**src/rtl/bullet_scheduler_if.sv**
```systemverilog
// Signal bundle between the fire-request decode, the scheduler and the bullet slot array.
// The slave modport is the scheduler's view; the master modport drives requests and slot reports.
interface bullet_scheduler_if #(
  parameter int NSLOTS = 4
);
  logic [1:0]        fire_req;
  logic [NSLOTS-1:0] slot_done;
  logic [NSLOTS-1:0] slot_hit;
  logic [NSLOTS-1:0] launch;
  logic              launch_owner;
  logic [NSLOTS-1:0] slot_owner;
  logic [NSLOTS-1:0] slot_alloc;
  logic [1:0]        fire_ack;
  logic [1:0]        score_event;
  logic [3:0]        hits0;
  logic [3:0]        hits1;

  modport master (
    output fire_req, slot_done, slot_hit,
    input  launch, launch_owner, slot_owner, slot_alloc, fire_ack, score_event, hits0, hits1
  );

  modport slave (
    input  fire_req, slot_done, slot_hit,
    output launch, launch_owner, slot_owner, slot_alloc, fire_ack, score_event, hits0, hits1
  );
endinterface

```
**src/rtl/bullet_scheduler.sv**
```systemverilog
// Shares NSLOTS bullet slots between two tanks: fire edge detect, cooldown, in-flight limit,
// round-robin tie break, slot allocation and hit scoring. All outputs are registered.
module bullet_scheduler #(
  parameter int NSLOTS         = 4,
  parameter int MAX_PER_PLAYER = 2,
  parameter int COOLDOWN       = 8
) (
  input  logic              frame_clk,
  input  logic              Reset_n,
  input  logic              game_over,
  bullet_scheduler_if.slave bus
);
  localparam int         SW      = $clog2(NSLOTS);
  localparam logic [3:0] MAX_CNT = 4'(MAX_PER_PLAYER);
  localparam logic [7:0] COOL_LD = 8'(COOLDOWN);

  logic [1:0]        fire_q, fire_d;
  logic [1:0]        pending_q, pending_d;
  logic [7:0]        cool_q [2];
  logic [7:0]        cool_d [2];
  logic [3:0]        cnt_q [2];
  logic [3:0]        cnt_d [2];
  logic [3:0]        hits_q [2];
  logic [3:0]        hits_d [2];
  logic              last_grant_q, last_grant_d;
  logic [NSLOTS-1:0] alloc_q, alloc_d;
  logic [NSLOTS-1:0] owner_q, owner_d;
  logic [NSLOTS-1:0] launch_q, launch_d;
  logic              launch_owner_q, launch_owner_d;
  logic [1:0]        fire_ack_q, fire_ack_d;
  logic [1:0]        score_q, score_d;

  logic [1:0]        fire_rise_s;
  logic [1:0]        eligible_s;
  logic [1:0]        hit_any_s;
  logic              grant_s;
  logic              grant_p_s;
  logic [SW-1:0]     slot_s;
  logic [NSLOTS-1:0] retire_s;
  logic [3:0]        ret_cnt_s [2];

  // Request qualification, arbitration, free-slot search and per-player retire tallies.
  always_comb begin
    fire_rise_s = bus.fire_req & ~fire_q;
    retire_s    = bus.slot_done & alloc_q;
    for (int p = 0; p < 2; p++) begin
      eligible_s[p] = pending_q[p] && (cool_q[p] == 8'd0) && (cnt_q[p] < MAX_CNT) && !(&alloc_q);
      ret_cnt_s[p]  = 4'd0;
      hit_any_s[p]  = 1'b0;
      for (int i = 0; i < NSLOTS; i++) begin
        if (retire_s[i] && (owner_q[i] == 1'(p))) begin
          ret_cnt_s[p] = ret_cnt_s[p] + 4'd1;
          hit_any_s[p] = hit_any_s[p] | bus.slot_hit[i];
        end else begin
          ret_cnt_s[p] = ret_cnt_s[p];
        end
      end
    end
    // Descending scan so the lowest free index is the one left standing.
    slot_s = {SW{1'b0}};
    for (int i = NSLOTS - 1; i >= 0; i--) begin
      slot_s = alloc_q[i] ? slot_s : SW'(i);
    end
    case (eligible_s)
      2'b01:   begin grant_s = 1'b1; grant_p_s = 1'b0;          end
      2'b10:   begin grant_s = 1'b1; grant_p_s = 1'b1;          end
      2'b11:   begin grant_s = 1'b1; grant_p_s = ~last_grant_q; end
      default: begin grant_s = 1'b0; grant_p_s = 1'b0;          end
    endcase
  end

  // Next-state: grant bookkeeping, retire bookkeeping, and the game_over clear overriding both.
  always_comb begin
    fire_d         = bus.fire_req;
    pending_d      = pending_q | fire_rise_s;
    last_grant_d   = last_grant_q;
    alloc_d        = alloc_q & ~retire_s;
    owner_d        = owner_q;
    launch_d       = {NSLOTS{1'b0}};
    launch_owner_d = 1'b0;
    fire_ack_d     = 2'b00;
    score_d        = hit_any_s;
    for (int p = 0; p < 2; p++) begin
      cool_d[p] = (cool_q[p] != 8'd0) ? cool_q[p] - 8'd1 : 8'd0;
      cnt_d[p]  = cnt_q[p] - ret_cnt_s[p];
      hits_d[p] = (hit_any_s[p] && (hits_q[p] != 4'd15)) ? hits_q[p] + 4'd1 : hits_q[p];
    end
    if (grant_s) begin
      alloc_d[slot_s]       = 1'b1;
      owner_d[slot_s]       = grant_p_s;
      launch_d[slot_s]      = 1'b1;
      launch_owner_d        = grant_p_s;
      fire_ack_d[grant_p_s] = 1'b1;
      pending_d[grant_p_s]  = 1'b0;
      cool_d[grant_p_s]     = COOL_LD;
      cnt_d[grant_p_s]      = cnt_d[grant_p_s] + 4'd1;
      last_grant_d          = grant_p_s;
    end else begin
      last_grant_d = last_grant_q;
    end
    if (game_over) begin
      fire_d         = 2'b00;
      pending_d      = 2'b00;
      last_grant_d   = 1'b1;
      alloc_d        = {NSLOTS{1'b0}};
      owner_d        = {NSLOTS{1'b0}};
      launch_d       = {NSLOTS{1'b0}};
      launch_owner_d = 1'b0;
      fire_ack_d     = 2'b00;
      score_d        = 2'b00;
      for (int p = 0; p < 2; p++) begin
        cool_d[p] = 8'd0;
        cnt_d[p]  = 4'd0;
        hits_d[p] = 4'd0;
      end
    end else begin
      score_d = score_d;
    end
  end

  // State and output registers.
  always_ff @(posedge frame_clk or negedge Reset_n) begin
    if (!Reset_n) begin
      fire_q         <= 2'b00;
      pending_q      <= 2'b00;
      last_grant_q   <= 1'b1;
      alloc_q        <= {NSLOTS{1'b0}};
      owner_q        <= {NSLOTS{1'b0}};
      launch_q       <= {NSLOTS{1'b0}};
      launch_owner_q <= 1'b0;
      fire_ack_q     <= 2'b00;
      score_q        <= 2'b00;
      for (int p = 0; p < 2; p++) begin
        cool_q[p] <= 8'd0;
        cnt_q[p]  <= 4'd0;
        hits_q[p] <= 4'd0;
      end
    end else begin
      fire_q         <= fire_d;
      pending_q      <= pending_d;
      last_grant_q   <= last_grant_d;
      alloc_q        <= alloc_d;
      owner_q        <= owner_d;
      launch_q       <= launch_d;
      launch_owner_q <= launch_owner_d;
      fire_ack_q     <= fire_ack_d;
      score_q        <= score_d;
      for (int p = 0; p < 2; p++) begin
        cool_q[p] <= cool_d[p];
        cnt_q[p]  <= cnt_d[p];
        hits_q[p] <= hits_d[p];
      end
    end
  end

  assign bus.launch       = launch_q;
  assign bus.launch_owner = launch_owner_q;
  assign bus.slot_owner   = owner_q;
  assign bus.slot_alloc   = alloc_q;
  assign bus.fire_ack     = fire_ack_q;
  assign bus.score_event  = score_q;
  assign bus.hits0        = hits_q[0];
  assign bus.hits1        = hits_q[1];
endmodule

```
**src/flat_wrapper.sv**
```systemverilog
// flat-port wrapper written by rule: the top's interface ports become plain ports
module bullet_scheduler_flat 
#(
  parameter int NSLOTS         = 4,
  parameter int MAX_PER_PLAYER = 2,
  parameter int COOLDOWN       = 8
)
  (frame_clk, Reset_n, game_over, bus_fire_req, bus_slot_done, bus_slot_hit, bus_launch, bus_launch_owner, bus_slot_owner, bus_slot_alloc, bus_fire_ack, bus_score_event, bus_hits0, bus_hits1);
  bullet_scheduler_if #(.NSLOTS(NSLOTS)) bus_i ();
  input  logic frame_clk;
  input  logic Reset_n;
  input  logic game_over;
  input wire logic [$bits(bus_i.fire_req)-1:0] bus_fire_req;
  input wire logic [$bits(bus_i.slot_done)-1:0] bus_slot_done;
  input wire logic [$bits(bus_i.slot_hit)-1:0] bus_slot_hit;
  output wire logic [$bits(bus_i.launch)-1:0] bus_launch;
  output wire logic [$bits(bus_i.launch_owner)-1:0] bus_launch_owner;
  output wire logic [$bits(bus_i.slot_owner)-1:0] bus_slot_owner;
  output wire logic [$bits(bus_i.slot_alloc)-1:0] bus_slot_alloc;
  output wire logic [$bits(bus_i.fire_ack)-1:0] bus_fire_ack;
  output wire logic [$bits(bus_i.score_event)-1:0] bus_score_event;
  output wire logic [$bits(bus_i.hits0)-1:0] bus_hits0;
  output wire logic [$bits(bus_i.hits1)-1:0] bus_hits1;
  assign bus_i.fire_req = bus_fire_req;
  assign bus_i.slot_done = bus_slot_done;
  assign bus_i.slot_hit = bus_slot_hit;
  assign bus_launch = bus_i.launch;
  assign bus_launch_owner = bus_i.launch_owner;
  assign bus_slot_owner = bus_i.slot_owner;
  assign bus_slot_alloc = bus_i.slot_alloc;
  assign bus_fire_ack = bus_i.fire_ack;
  assign bus_score_event = bus_i.score_event;
  assign bus_hits0 = bus_i.hits0;
  assign bus_hits1 = bus_i.hits1;
  bullet_scheduler #(.NSLOTS(NSLOTS), .MAX_PER_PLAYER(MAX_PER_PLAYER), .COOLDOWN(COOLDOWN)) u_core (.frame_clk(frame_clk), .Reset_n(Reset_n), .game_over(game_over), .bus(bus_i));
endmodule
```
**config.mk**
```make
export PLATFORM = sky130hd
export DESIGN_NAME = bullet_scheduler_flat
export DESIGN_NICKNAME = d
export VERILOG_FILES = /design/src/rtl/bullet_scheduler_if.sv /design/src/rtl/bullet_scheduler.sv /design/src/flat_wrapper.sv
export SDC_FILE = /design/constraint.sdc
export NUM_CORES = 1
export LEC_CHECK = 0
export CAP_MARGIN = 10
export CORE_ASPECT_RATIO = 0.7
export CORE_UTILIZATION = 53
export DETAILED_ROUTE_END_ITERATION = 8
export PLACE_DENSITY = 0.73
export SLEW_MARGIN = 20
export SYNTH_ARGS = -nofsm -noshare
export SYNTH_HDL_FRONTEND = slang
export SYNTH_SLANG_ARGS = --single-unit
```
**constraint.sdc**
```tcl
create_clock -name frame_clk -period 7.3 [get_ports frame_clk]
set_input_delay 1.46 -clock frame_clk [delete_from_list [all_inputs] [get_ports frame_clk]]
set_output_delay 1.46 -clock frame_clk [all_outputs]
set_load 0.005 [all_outputs]
```
run_1/metal_stack.png
Scale bar: 20 microns. Only two layers are drawn.
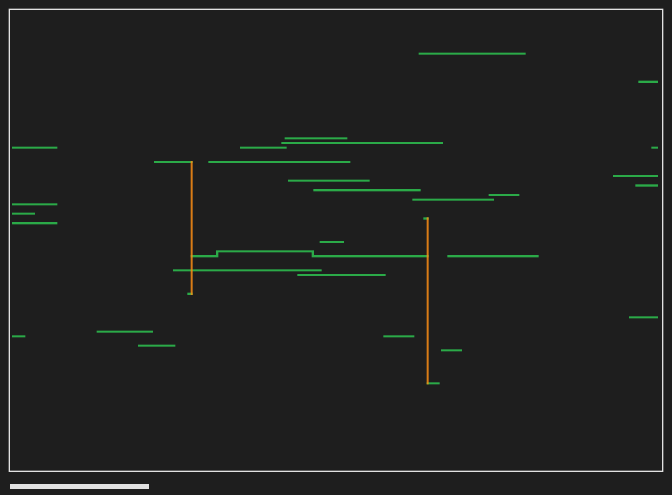
- met3: green (wire length 268 microns)
- met4: orange (wire length 42.8 microns)
gr usage total: 23.3%
via count: 2,465
routed len/inst: 15.7 microns
routed wire length: 6.76 mm

run_1/final_congestion.png
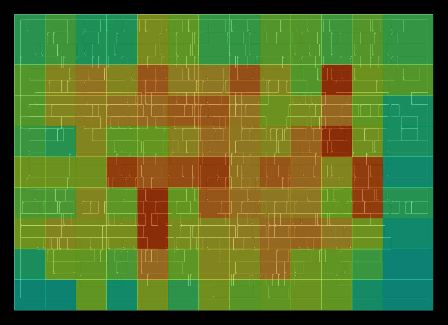
M3 GR Usage: 3.08%
met1 usage: 36.7%

run_1/wire_density.png
The die is cut into 19 by 13 equal tiles; white is low, dark blue is high, scaled to the fullest tile. Values are wire area over tile area, all layers added.
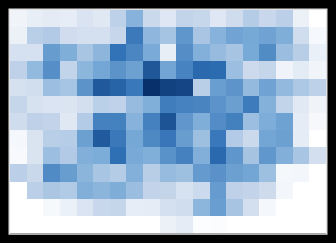
- tiles over half the peak: 28%
- densest ninth of the die: middle
- emptiest ninth of the die: bottom right

==> GITHUB_STEP_SUMMARY, run 1 <==
### Flow metrics

| Metric | Value |
|---|---|
| R2r setup slk | a little under 4000 ps |
| Routed Antenna Nets | 0 |
| Metal2 WL | approximately 2.9 mm |
| Post-route cell area | about 3700 sq um |
| Yosys aoi share | a little under a tenth |
| Max FFs per register | 16 |
| Final GP Congestion | 0.805 |
| Setup violators final | 0 |
| Syn_area_per_cell | between 9 and 10 sq um |
| DR vias/cell | 5.72 |
| Worst r2r path cells | 11 |
| # Taps | 75 |
| Top Usage Layer GRT | met1 |
| Critical Path Fanout Max | 5 |
| Vias in the first global route | 2,248 |
| Biggest register | u_core.cool_q |
| Adder Area Share | about a tenth |
| Largest net degree at the start of global routing | roughly 54 |
| Placement Cell Area | about 3600 sq um |
| Reg power frac | ~43% |
| Top power group | sequential cells |
| Met3 WL | approximately 270 microns |
| Floorplan Core Area | 5730 sq um |
| Yosys warnings | 0 |
| Worst Path Required | 7540 ps |
| Worst path max stage delay | between 500 and 600 ps |
| PostCTS Resize Cnt | 0 |
| N_diodes | 0 |
| Critical Path, Cell by Cell | clkdlybuf4s50_1 -> nand2_1 -> nor2_1 -> ha_1 -> xnor2_1 -> ha_1 -> mux2_2 -> fa_1 -> xor2_1 -> or3_1 -> nor3_1 -> mux2i_1 |
| Cell type taking the most area | logic gates |
| Logic area | about 1700 sq um |
| Hold EP | u_core.cool_q[8]$_DFF_PN0_ |
| Area grow syn2layout | 16.5% |
| Latency at later pin | between 300 and 400 ps |
| Final worst-path cycle share | between 60% and 70% |
| RSZ-0062 raised after global routing | false |
| Die height | ~66 microns |
| Commonest non-fill, non-tap cells in the layout | 52 x dfrtp_1, 36 x clkdlybuf4s50_1, 34 x nor2_1, 24 x nand2_1, 21 x ha_1 |
| Critical path type | primary input to register |
| Worst path top cell family by delay | adder cells |
| Biggest regs | u_core.cool_q x16, u_core.cnt_q x8 |
| Buf/Inv on CP | 1 |
| Sw frac | roughly 36% |
| Commonest flop | dfrtp_1 |
| # port buffers | 37 |
| Cell area leaders | dfrtp_1 41%, ha_1 8.3%, nor2_1 4.1%, xnor2_1 3.6%, mux2i_1 3.5% |
| Clk pwr | about 0.2 mW |
| Inverters | 16 |
| Met2 global-route usage | roughly a third |
| Finished Layout Cells | between 400 and 500 |
| Placed Cells | roughly 420 |
| Basic Gates by Area | roughly a quarter |
| Clock power share | a little over a fifth |
| Clock tree root buffer cell | clkbuf_8 |
| Post-DP HPWL | around 4.8 mm |
| DRT met1 WL | approximately 3.6 mm |
| Tool warnings | 32 |
| Final WS setup | 2760 ps |
| FFs w/ async S/R, synth | 100% |
| Worst hold start | u_core.cool_q[8]$_DFF_PN0_ |
| Nets | approximately 390 |
| R2r endpoint | u_core.cnt_q[7]$_DFF_PN0_ |
| Synth top cells by count | 52 x dfrtp_1, 34 x nor2_1, 24 x nand2_1, 21 x ha_1, 16 x inv_1 |
| Max Cap Viol | 0 |
| IO Pins | 38 |
| Slowest-stage cell, CP | clkdlybuf4s50_1 |
| Final core occ | between 60% and 70% |
| Setup TNS | 0 ps |
| Starting DRT DRC Count | around 160 |
| Non-Clock Buffer Count | 39 |
| Worst EP arrival | roughly 4800 ps |
| Layout Skew | 12.7 ps |
| Post-Synthesis Cells | about 320 |
| CTS sink cnt | between 50 and 60 |
| Outcome | finished, final reports clean |
| Fillers | about 500 |
| EDFF count, synth | 0 |
| Pwr dens | 256 nW/um^2 |
| Yosys Instances | 321 |
| Yosys chip area | between 3000 and 4000 sq um |
| Cell mode on critical path | ha_1 |
| Power Internal | roughly 0.60 mW |
| Seq/Total Area, Yosys | between 40 and 50% |
| Power Combinational | ~0.34 mW |
| DR top layer | met4 |
| Combinational power share | approximately 36% |
| Fin crit period | 4540 ps |
| Yosys reg bits | between 50 and 60 |
| Worst slew margin | a little over half |
| Final-report hold violation count | 0 |
| CTS tree | built |
| Clock slew at reported path FFs | about 100 ps |
| Rows | 23 |
| Unique cell type count in the Yosys netlist | 51 |
| Die W | between 90 and 100 microns |
| Crit path capture | u_core.cnt_q[7]$_DFF_PN0_ |
| Switching power | around 0.34 mW |
| CTS Buffer Depth | 2 |
| Worst Hold Path Cells | 1 |
| Fmax | 220 MHz |
| Syn nets | about 360 |
| CP Depth | 12 |
| Mapped Area | ~3100 sq um |
| Sequential share of cell area | 36.2% |
run_1/zoom.png
Scale bar: 5 microns. Window x 61 to 81, y 40 to 60 microns. Cells in gray, sequential cells in the stronger gray; small squares are vias.
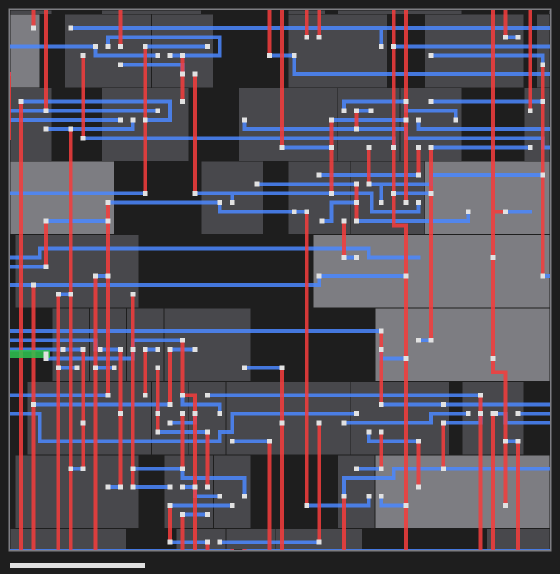

## Run 2: what changed since run 1
- CORE_UTILIZATION: 53 -> 51
- PLACE_DENSITY: 0.73 -> 0.74
- clock period: 7.3 -> 4.1 ns (I/O delays scaled with it)
run_2/zoom.png
Scale bar: 5 microns. Window x 62 to 82, y 41 to 61 microns. Cells in gray, sequential cells in the stronger gray; small squares are vias.
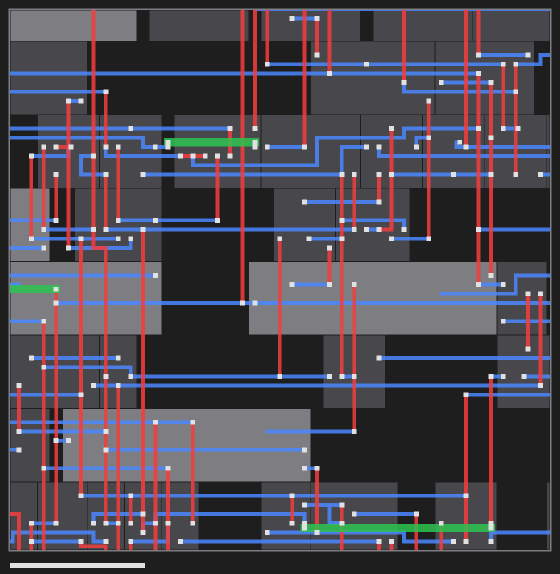
- met1: blue
- met3: green
- met2: red
- netlist names of flops here include: u_core.bus.slot_owner (2), u_core.bus.hits0 (1)
- cells with their middle in the window: 28
- most frequent: nand4_1 (4)
- sequential cells in the window: 3

run_2/met1.png
Scale bar: 20 microns.
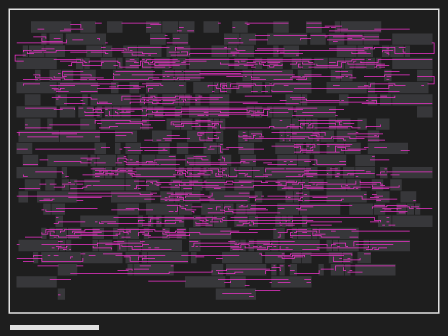
- longest straight run: 36.3 microns
- share of all routed wire: 49%
- wire length on this layer: 3,520 microns
routed wire length: 7.11 mm
via count: 2,540
met1 usage: 36.4%

run_2/wire_density.png
The die is cut into 19 by 14 equal tiles; white is low, dark blue is high, scaled to the fullest tile. Values are wire area over tile area, all layers added.
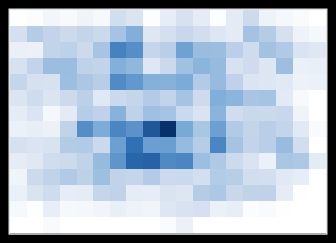
- nearly empty tiles: 12%
- tiles over half the peak: 8.3%
- densest ninth of the die: middle
- fullest tile: 0.74
- mean over tiles: 0.17
- emptiest ninth of the die: bottom right

==> run 2 against run 1 <==
- non-clock buffer count increased by 5
- clock power increased by 46%
- sequential share of layout area decreased by 0.16 points
- sequential power increased by 77%
- setup slack got worse by 2500 ps
- die area increased by 3.8%
- first-iteration DRC count increased by 22%
- utilization decreased by 0.98 points
- highest routed layer unchanged
- combinational power increased by 82%
==> GITHUB_STEP_SUMMARY, run 2 <==
### Flow metrics

| Metric | Value |
|---|---|
| # Taps | 75 (unchanged) |
| Final worst-path cycle share | 93.5% |
| Critical path launch point | bus_slot_done[0] (was bus_slot_done[1]) |
| Layout Skew | 10.1 ps (was 12.7 ps) |
| Die W | 95.9 microns (was 94.1 microns) |
| Yosys chip area | 3150 sq um (unchanged) |
| R2r endpoint | u_core.cnt_q[5]$_DFF_PN0_ (was u_core.cnt_q[7]$_DFF_PN0_) |
| M3 GR Usage | 4.39% (was 3.08%) |
| Final-report hold violation count | 0 (unchanged) |
| Clock slew at reported path FFs | 100 ps (about the same) |
| Critical Path Fanout Max | 5 (unchanged) |
| Logic area | 1700 sq um (about the same) |
| Met2 global-route usage | 34.8% (was 32.8%) |
| Worst slew margin | 52.4% (was 53.0%) |
| Basic Gates by Area | 24.9% (unchanged) |
| Post-Synthesis Cells | 321 (unchanged) |
| Post-route cell area | 3680 sq um (was 3670 sq um) |
| Worst hold start | u_core.cool_q[0]$_DFF_PN0_ (was u_core.cool_q[8]$_DFF_PN0_) |
| Yosys warnings | 0 (unchanged) |
| Top Usage Layer GRT | met1 (unchanged) |
| Syn_area_per_cell | 9.80 sq um (unchanged) |
| Sw frac | 36.9% (was 35.9%) |
| Seq/Total Area, Yosys | 42.2% (unchanged) |
| Power Internal | 1.02 mW (was 0.601 mW) |
| Slowest-stage cell, CP | fa_1 (was clkdlybuf4s50_1) |
| Hold EP | u_core.cool_q[0]$_DFF_PN0_ (was u_core.cool_q[8]$_DFF_PN0_) |
| Clk pwr | 0.292 mW (was 0.200 mW) |
| Yosys aoi share | 9.30% (unchanged) |
| Commonest Layout Cell | dfrtp_1 (unchanged) |
| Dominant comb cell | simple AND/OR/NAND/NOR gates (unchanged) |
| Switching power | 0.597 mW (was 0.336 mW) |
| Starting DRT DRC Count | 194 (was 159) |
| Buf/Inv on CP | 1 (unchanged) |
| Worst EP arrival | 4030 ps (was 4780 ps) |
| Placed Cells | 428 (was 423) |
| DR vias/cell | 5.83 (was 5.72) |
| Worst Path Required | 4290 ps (was 7540 ps) |
| Outcome | finished, final reports clean (unchanged) |
| Latency at later pin | 310 ps (about the same) |
| Area grow syn2layout | 17.0% (was 16.5%) |
| Cell type taking the most area | logic gates (unchanged) |
| Final GP Congestion | 0.844 (was 0.805) |
| Commonest non-fill, non-tap cells in the layout | 52 x dfrtp_1, 36 x clkdlybuf4s50_1, 34 x nor2_1, 24 x nand2_1, 21 x ha_1 (unchanged) |
| Fin crit period | about 3800 ps |
| Worst r2r path cells | 11 (unchanged) |
| Rows | 23 (unchanged) |
| # port buffers | 37 (unchanged) |
| DR top layer | met4 (unchanged) |
| CTS sink cnt | 53 (unchanged) |
| CP Depth | 12 (unchanged) |
| PostCTS Resize Cnt | 0 (unchanged) |
| Yosys Instances | 321 (unchanged) |
| EDFF count, synth | 0 (unchanged) |
| Vias in the first global route | 2,336 (was 2,248) |
| Cell area leaders | dfrtp_1 41%, ha_1 8.3%, nor2_1 4.1%, xnor2_1 3.6%, mux2i_1 3.5% (unchanged) |
| XOR Share, Synth | 5.84% (unchanged) |
| Gr usage total | 23.9% (was 23.3%) |
| Setup TNS | 0 ps (unchanged) |
| Post-DP HPWL | 5.22 mm (was 4.84 mm) |
| Max Cap Viol | 0 (unchanged) |
| Routed Antenna Nets | 0 (unchanged) |
| Combinational power share | 37.9% (was 35.9%) |
| FFs w/ async S/R, synth | 100% (unchanged) |
| Die height | 67.7 microns (was 66.5 microns) |
| Worst path top cell family by delay | adder cells (unchanged) |
| Tool warnings | 32 (unchanged) |
| CTS Buffer Depth | 2 (unchanged) |
| IO Pins | 38 (unchanged) |
| Synth top cells by count | 52 x dfrtp_1, 34 x nor2_1, 24 x nand2_1, 21 x ha_1, 16 x inv_1 (unchanged) |
| Final WS setup | 267 ps (was 2760 ps) |
| Clock tree root buffer cell | clkbuf_8 (unchanged) |
| Cell mode on critical path | ha_1 (unchanged) |
| Metal2 WL | 3.11 mm (was 2.89 mm) |
| Fmax | 261 MHz |
| Worst Hold Path Cells | 1 (unchanged) |
| R2r setup slk | 730 ps (was 3880 ps) |
| Syn nets | 357 (unchanged) |
| Power Combinational | 0.613 mW (was 0.336 mW) |
| Inverters | 16 (unchanged) |
| Critical Path, Cell by Cell | clkdlybuf4s50_1 -> nand2_1 -> nor2_1 -> ha_1 -> xnor2_1 -> ha_1 -> mux2_2 -> fa_1 -> mux2i_1 -> ha_1 -> nor3_1 -> a211oi_1 (was clkdlybuf4s50_1 -> nand2_1 -> nor2_1 -> ha_1 -> xnor2_1 -> ha_1 -> mux2_2 -> fa_1 -> xor2_1 -> or3_1 -> nor3_1 -> mux2i_1) |
| Crit path capture | u_core.cnt_q[5]$_DFF_PN0_ (was u_core.cnt_q[7]$_DFF_PN0_) |
| Adder Area Share | 9.62% (unchanged) |
| Mapped Area | 3150 sq um (unchanged) |
| Sequential share of cell area | 36.1% (was 36.2%) |
| Clock power share | 18.1% (was 21.4%) |
| Nets | 396 (was 391) |
| Largest net degree at the start of global routing | 31 (was 54) |
| Floorplan Core Area | 5840 sq um (was 5730 sq um) |
| Max FFs per register | 16 (unchanged) |
| Final core occ | 63.0% (was 64.0%) |
| Top power group | sequential cells (unchanged) |
| Met3 WL | 376 microns (was 267 microns) |
| CTS tree | built (unchanged) |
| Critical path type | primary input to register (unchanged) |
run_2/final_congestion.png
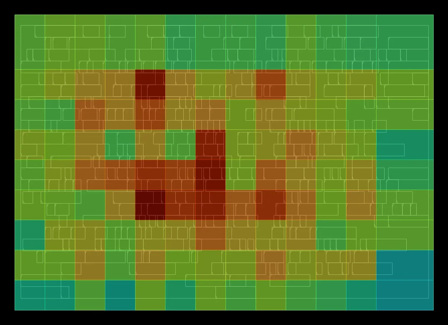

## Run 3: what changed since run 2
- CORE_UTILIZATION: 51 -> 40
- PLACE_DENSITY: 0.74 -> 0.6
run_3/final_congestion.png
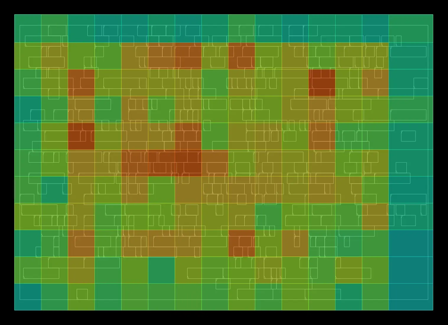
met2 global-route usage: 25.1%
M3 GR Usage: 3.93%
met1 usage: 29.2%

run_3/metal_stack.png
Scale bar: 20 microns. Only two layers are drawn.
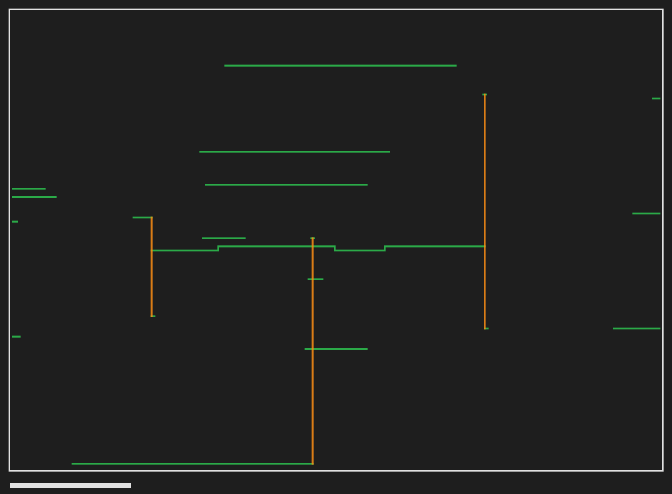
- met4: orange (wire length 92.5 microns)
- met3: green (wire length 244 microns)
routed wire length: 7.09 mm
routed len/inst: 15.4 microns

run_3/met1.png
Scale bar: 20 microns.
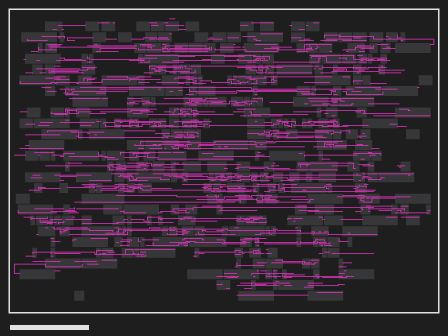
- longest straight run: 45.5 microns
- main direction: horizontal
- nets with wire on the layer: 363
- wire length on this layer: 3,860 microns
via count: 2,439

==> run 3 against run 2 <==
- critical path depth unchanged
- first-iteration DRC count decreased by 67%
- die area rose by 27%
- non-clock buffer count up 1
- worst hold slack worse by 3.5 ps
- synthesized cell count did not move
- utilization fell by 13 points
- register-to-register slack better by 30 ps
- sequential cell count stayed put
- setup slack gained 65 ps
- critical path type unchanged
- largest cell class unchanged
==> GITHUB_STEP_SUMMARY, run 3 <==
### Flow metrics

| Metric | Value |
|---|---|
| Power Combinational | 0.605 mW (was 0.613 mW) |
| Yosys warnings | 0 (unchanged) |
| PostCTS Resize Cnt | 0 (unchanged) |
| Worst hold start | u_core.cool_q[8]$_DFF_PN0_ (was u_core.cool_q[0]$_DFF_PN0_) |
| Seq/Total Area, Yosys | 42.2% (unchanged) |
| Setup violators final | 0 (unchanged) |
| Fin crit period | 3770 ps (was 3830 ps) |
| Critical Path, Cell by Cell | clkdlybuf4s50_1 -> nand2_1 -> nor2_1 -> ha_1 -> xnor2_1 -> ha_1 -> mux2_2 -> fa_1 -> mux2i_1 -> ha_1 -> nor3_1 -> a211oi_1 (unchanged) |
| Syn_area_per_cell | 9.80 sq um (unchanged) |
| Clock power share | 22.0% (was 18.1%) |
| Slowest-stage cell, CP | fa_1 (unchanged) |
| Vias in the first global route | 2,276 (was 2,336) |
| Tool warnings | 32 (unchanged) |
| Cell area leaders | dfrtp_1 41%, ha_1 8.3%, nor2_1 4.1%, xnor2_1 3.6%, mux2i_1 3.5% (unchanged) |
| Top Usage Layer GRT | met1 (unchanged) |
| Combinational power share | 35.9% (was 37.9%) |
| Outcome | finished, final reports clean (unchanged) |
| Fillers | 698 (was 495) |
| Critical path launch point | bus_slot_done[1] (was bus_slot_done[0]) |
| Latency at later pin | 320 ps (was 310 ps) |
| Commonest Layout Cell | dfrtp_1 (unchanged) |
| Worst Path Required | 4300 ps (was 4290 ps) |
| Yosys Instances | 321 (unchanged) |
| Sequential share of cell area | 35.4% (was 36.1%) |
| Unique cell type count in the Yosys netlist | 51 (unchanged) |
| Worst slew margin | 47.7% (was 52.4%) |
| Power Internal | 1.10 mW (was 1.02 mW) |
| Non-Clock Buffer Count | 45 (was 44) |
| CTS tree | built (unchanged) |
| Final-report hold violation count | 0 (unchanged) |
| RSZ-0062 raised after global routing | false (unchanged) |
| Floorplan Core Area | 7450 sq um (was 5840 sq um) |
| Die height | 76.2 microns (was 67.7 microns) |
| CTS Buffer Depth | 2 (unchanged) |
| Fmax | 265 MHz (was 261 MHz) |
| Synth top cells by count | 52 x dfrtp_1, 34 x nor2_1, 24 x nand2_1, 21 x ha_1, 16 x inv_1 (unchanged) |
| Post-route cell area | 3750 sq um (was 3680 sq um) |
| Setup TNS | 0 ps (unchanged) |
| DR top layer | met4 (unchanged) |
| Yosys chip area | 3150 sq um (unchanged) |
| Die W | 108 microns (was 95.9 microns) |
| IO Pins | 38 (unchanged) |
| Clock slew at reported path FFs | 100 ps (about the same) |
| CTS sink cnt | 53 (unchanged) |
| Worst r2r path cells | 11 (unchanged) |
| Worst Hold Path Cells | 1 (unchanged) |
| Hold EP | u_core.cool_q[8]$_DFF_PN0_ (was u_core.cool_q[0]$_DFF_PN0_) |
| Met3 WL | 243 microns (was 376 microns) |
| Syn nets | 357 (unchanged) |
| Final core occ | 50.4% (was 63.0%) |
| Worst EP arrival | 3970 ps (was 4030 ps) |
| Worst path max stage delay | 600 ps (was 610 ps) |
| R2r endpoint | u_core.cnt_q[1]$_DFF_PN0_ (was u_core.cnt_q[5]$_DFF_PN0_) |
| Layout Skew | 8.91 ps (was 10.1 ps) |
| Yosys reg bits | 53 (unchanged) |
| Cell mode on critical path | ha_1 (unchanged) |
| N_diodes | 0 (unchanged) |
| Yosys aoi share | 9.30% (unchanged) |
| Commonest non-fill, non-tap cells in the layout | 52 x dfrtp_1, 36 x clkdlybuf4s50_1, 34 x nor2_1, 24 x nand2_1, 21 x ha_1 (unchanged) |
| Final WS setup | 331 ps (was 267 ps) |
| Starting DRT DRC Count | 64 (was 194) |
| Biggest regs | u_core.cool_q x16, u_core.cnt_q x8 (unchanged) |
| Mapped Area | 3150 sq um (unchanged) |
| Post-DP HPWL | 5.25 mm (was 5.22 mm) |
| Max FFs per register | 16 (unchanged) |
| FFs w/ async S/R, synth | 100% (unchanged) |
| Switching power | 0.588 mW (was 0.597 mW) |
| CP Depth | 12 (unchanged) |
| Reg power frac | 42.1% (was 44.0%) |
| Finished Layout Cells | 460 (was 436) |
| Routed Antenna Nets | 0 (unchanged) |
| DRT met1 WL | 3.86 mm (was 3.52 mm) |
| Placement Cell Area | 3630 sq um (was 3600 sq um) |
No activity file was given, so power comes from the tool's default toggle rates.
